## src/rtl/pwm_duty_ctrl.sv

```systemverilog
// rtl/pwm_duty_ctrl.sv - fixed-period PWM whose duty is stepped by two debounced buttons.
// Duty edits land in a shadow register that is copied to duty_active only at period wrap.
module pwm_duty_ctrl #(
  parameter int PERIOD     = 10,
  parameter int INIT_DUTY  = 5,
  parameter int STEP       = 1,
  parameter int DEB_CYCLES = 3
) (
  input  logic clk,
  input  logic rst_n,
  input  logic inc,
  input  logic dec,
  output logic pwm_out
);

  localparam int CW = (PERIOD > 1) ? $clog2(PERIOD) : 1;
  localparam int DW = $clog2(PERIOD + 1);
  localparam int BW = (DEB_CYCLES > 1) ? $clog2(DEB_CYCLES) : 1;

  // Bit 0 carries inc, bit 1 carries dec.
  logic [1:0]         raw;
  logic [1:0]         sync1;
  logic [1:0]         sync2;
  logic [1:0]         lvl;
  logic [1:0]         lvl_d;
  logic [1:0][BW-1:0] deb_cnt;
  logic [1:0]         press;

  logic [CW-1:0]      cnt;
  logic [DW-1:0]      duty;
  logic [DW-1:0]      duty_active;
  logic [DW-1:0]      duty_next;

  assign raw   = {dec, inc};
  assign press = lvl & ~lvl_d;

  always_ff @(posedge clk or negedge rst_n) begin
    if (!rst_n) begin
      sync1   <= '0;
      sync2   <= '0;
      lvl     <= '0;
      lvl_d   <= '0;
      deb_cnt <= '0;
    end else begin
      sync1 <= raw;
      sync2 <= sync1;
      lvl_d <= lvl;
      // A level flips only after DEB_CYCLES back-to-back disagreeing samples.
      for (int i = 0; i < 2; i++) begin
        if (sync2[i] != lvl[i]) begin
          if (deb_cnt[i] == BW'(DEB_CYCLES - 1)) begin
            lvl[i]     <= sync2[i];
            deb_cnt[i] <= '0;
          end else begin
            deb_cnt[i] <= deb_cnt[i] + 1'b1;
          end
        end else begin
          deb_cnt[i] <= '0;
        end
      end
    end
  end

  always_comb begin
    duty_next = duty;
    if (press[0] && !press[1]) begin
      duty_next = (int'(duty) + STEP >= PERIOD) ? DW'(PERIOD) : DW'(int'(duty) + STEP);
    end else if (press[1] && !press[0]) begin
      duty_next = (int'(duty) <= STEP) ? '0 : DW'(int'(duty) - STEP);
    end
  end

  always_ff @(posedge clk or negedge rst_n) begin
    if (!rst_n) begin
      cnt         <= '0;
      duty        <= DW'(INIT_DUTY);
      duty_active <= DW'(INIT_DUTY);
      pwm_out     <= 1'b0;
    end else begin
      duty <= duty_next;
      if (cnt == CW'(PERIOD - 1)) begin
        cnt         <= '0;
        duty_active <= duty;
      end else begin
        cnt <= cnt + 1'b1;
      end
      pwm_out <= (DW'(cnt) < duty_active);
    end
  end

endmodule

```

## config.mk

```make
export PLATFORM = sky130hd
export DESIGN_NAME = pwm_duty_ctrl
export DESIGN_NICKNAME = d
export VERILOG_FILES = /design/src/rtl/pwm_duty_ctrl.sv
export SDC_FILE = /design/constraint.sdc
export NUM_CORES = 1
export LEC_CHECK = 0
export CELL_PAD_IN_SITES_DETAIL_PLACEMENT = 1
export CELL_PAD_IN_SITES_GLOBAL_PLACEMENT = 2
export CORE_ASPECT_RATIO = 0.75
export CORE_MARGIN = 2
export CORE_UTILIZATION = 42
export CTS_CLUSTER_DIAMETER = 60
export DETAILED_ROUTE_END_ITERATION = 16
export PLACE_DENSITY = 0.79
export SETUP_SLACK_MARGIN = 0.3
export SYNTH_ARGS = -nofsm -noshare
export SYNTH_HDL_FRONTEND = slang
export SYNTH_SLANG_ARGS = --single-unit
```

## constraint.sdc

```tcl
create_clock -name clk -period 4.4 [get_ports clk]
set_input_delay 0.88 -clock clk [delete_from_list [all_inputs] [get_ports clk]]
set_output_delay 0.88 -clock clk [all_outputs]
set_load 0.01 [all_outputs]
```

==> results_dict.tcl <==
# flow metrics
set metrics [dict create \
    status "finished clean" \
    worst-setup-path-type "register to primary output" \
    buffer_area_share_pct 2.94 \
    gp_congestion 0.769 \
    insertion_delay_ns 0.26 \
    ios 5 \
    wl_met2_mm 1.05 \
    synth_area_sq_um 1250 \
    antenna_cells 0 \
    top_cells_by_area "dfrtp_1 (42%), dfstp_2 (8.4%), ha_1 (7.0%), xnor2_1 (3.5%), o21ai_0 (3.2%)" \
    root_buffer "clkbuf_8" \
    grtUsageTotal_pct 16.6 \
    crit_buf_inv 1 \
    logic_gates 78 \
    critPathArrivalTime_ns 1.13 \
    layout-drive-gt1-share_pct 10.7 \
    comb_power_share_pct 42.3 \
    cts_buffers 3 \
    clock_sinks 25 \
    leakagePower_nw 0.584 \
    fp_util_pct 43.2 \
    largest_area_cell "dfrtp_1" \
    synth_seq_share_pct 50.5 \
    dominant_cells "sequential cells" \
    syn2layout_area_growth_pct 9.02 \
    setup_violations 0 \
    fin_nets 133 \
    synth_xor_xnor_area_share_pct 3.51 \
    maxCapViolCount 0 \
    synth_flops 25 \
    vias 846 \
    routed_wl_mm 2.31 \
    min_to "sync2[1]$_DFF_PN0_" \
    max_freq_mhz 498 \
    worst_ep_required_time_ns 3.52 \
    postCtsSetupBuffers 0 \
    p_sw_w 0.000344 \
    fp.dieArea_sq_um 3430 \
    worst-r2r-cell-count 5 \
    cts_resized 0 \
    grt_antenna_before_repair 0 \
    fin_ws_ns 2.39 \
    yosysUniqueCellTypes 35 \
    clk_share_pct 3.58 \
    min_period_over_period_pct 45.6 \
    slew_violations 0 \
    synthAoiAreaFrac_pct 17.3 \
    reg2reg_to "duty[0]$_DFFE_PN1P_" \
    core_sq_um 2890 \
]
[per-stage QoR]
stage / power (W) / hold WS (ns) / cell area, sq um / util, %
6_report: 0.000911 / 0.355 / 1360 / 47.1
5_1_grt: 0.000995 / 0.378 / 1360 / 47.1
4_1_cts: 0.000923 / 0.360 / 1360 / 47.1
3_5_place_dp: 0.000784 / 0.339 / 1310 / 45.4
3_3_place_gp: 0.000767 / 0.336 / 1310 / 45.4
2_1_floorplan: 0.000682 / 0.331 / 1250 / -
[state kept, by name (all words and copies together), names as in the netlist]
| name | flops |
|---|---|
| cnt | 4 |
| deb_cnt | 4 |
| duty | 4 |
| duty_active | 4 |
| lvl | 2 |
| lvl_d | 2 |
| sync1 | 2 |
| sync2 | 2 |
| pwm_out | 1 |
[how the worst max path moves through the flow]
| stage | from | end | slack (ns) | cells past startpoint |
|---|---|---|---|---|
| after CTS | pwm_out$_DFF_PN0_ | pwm_out | 2.37 | 1 |
| after global placement | rst_n | lvl_d[0]$_DFF_PN0_ | 2.24 | 1 |
| after global routing | lvl[0]$_DFFE_PN0P_ | duty[1]$_DFFE_PN0P_ | 2.26 | 6 |
| after floorplan | duty[0]$_DFFE_PN1P_ | duty[0]$_DFFE_PN1P_ | 2.47 | 6 |
| after detailed placement | rst_n | lvl_d[0]$_DFF_PN0_ | 2.15 | 1 |
| final | pwm_out$_DFF_PN0_ | pwm_out | 2.39 | 1 |
[power groups by stage]
stage	clock network, W	registers, W	logic, W
finish	0.000133	0.000393	0.000385
global route	0.000151	0.000406	0.000439
CTS	0.000141	0.000394	0.000388
detailed placement	0	0.000399	0.000385
global placement	0	0.000394	0.000373
floorplan	0	0.000359	0.000324
Metal 1:
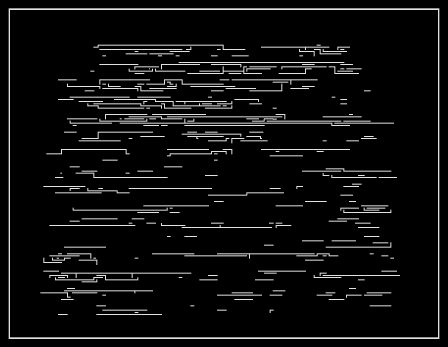
The wires run mostly horizontal. The longest straight run is 33.1 um.

Metal 2:
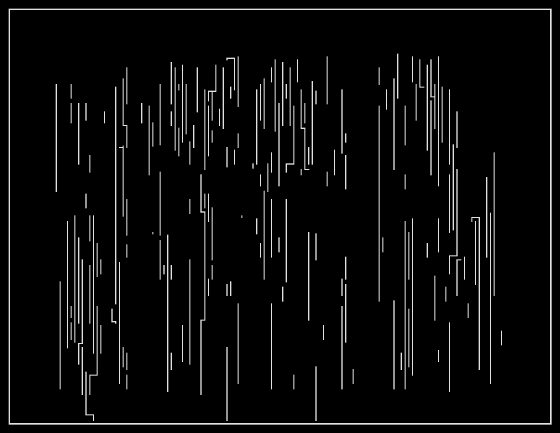
The longest straight run is 26.9 um. The layer carries 1050 um of wire. 105 nets have wire on it.

Met3 routing:
Scale bar: 20 um.
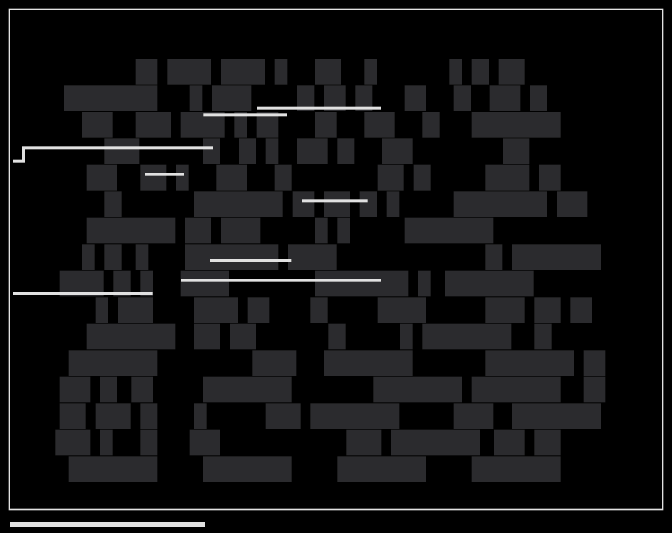
The layer carries 94.7 um of wire. The longest straight run is 20.2 um. The wires run mostly horizontal. 6 nets have wire on it. The layer holds 4.1% of the routed length.

Power figures rest on the tool's default switching activity, not on a simulated workload.
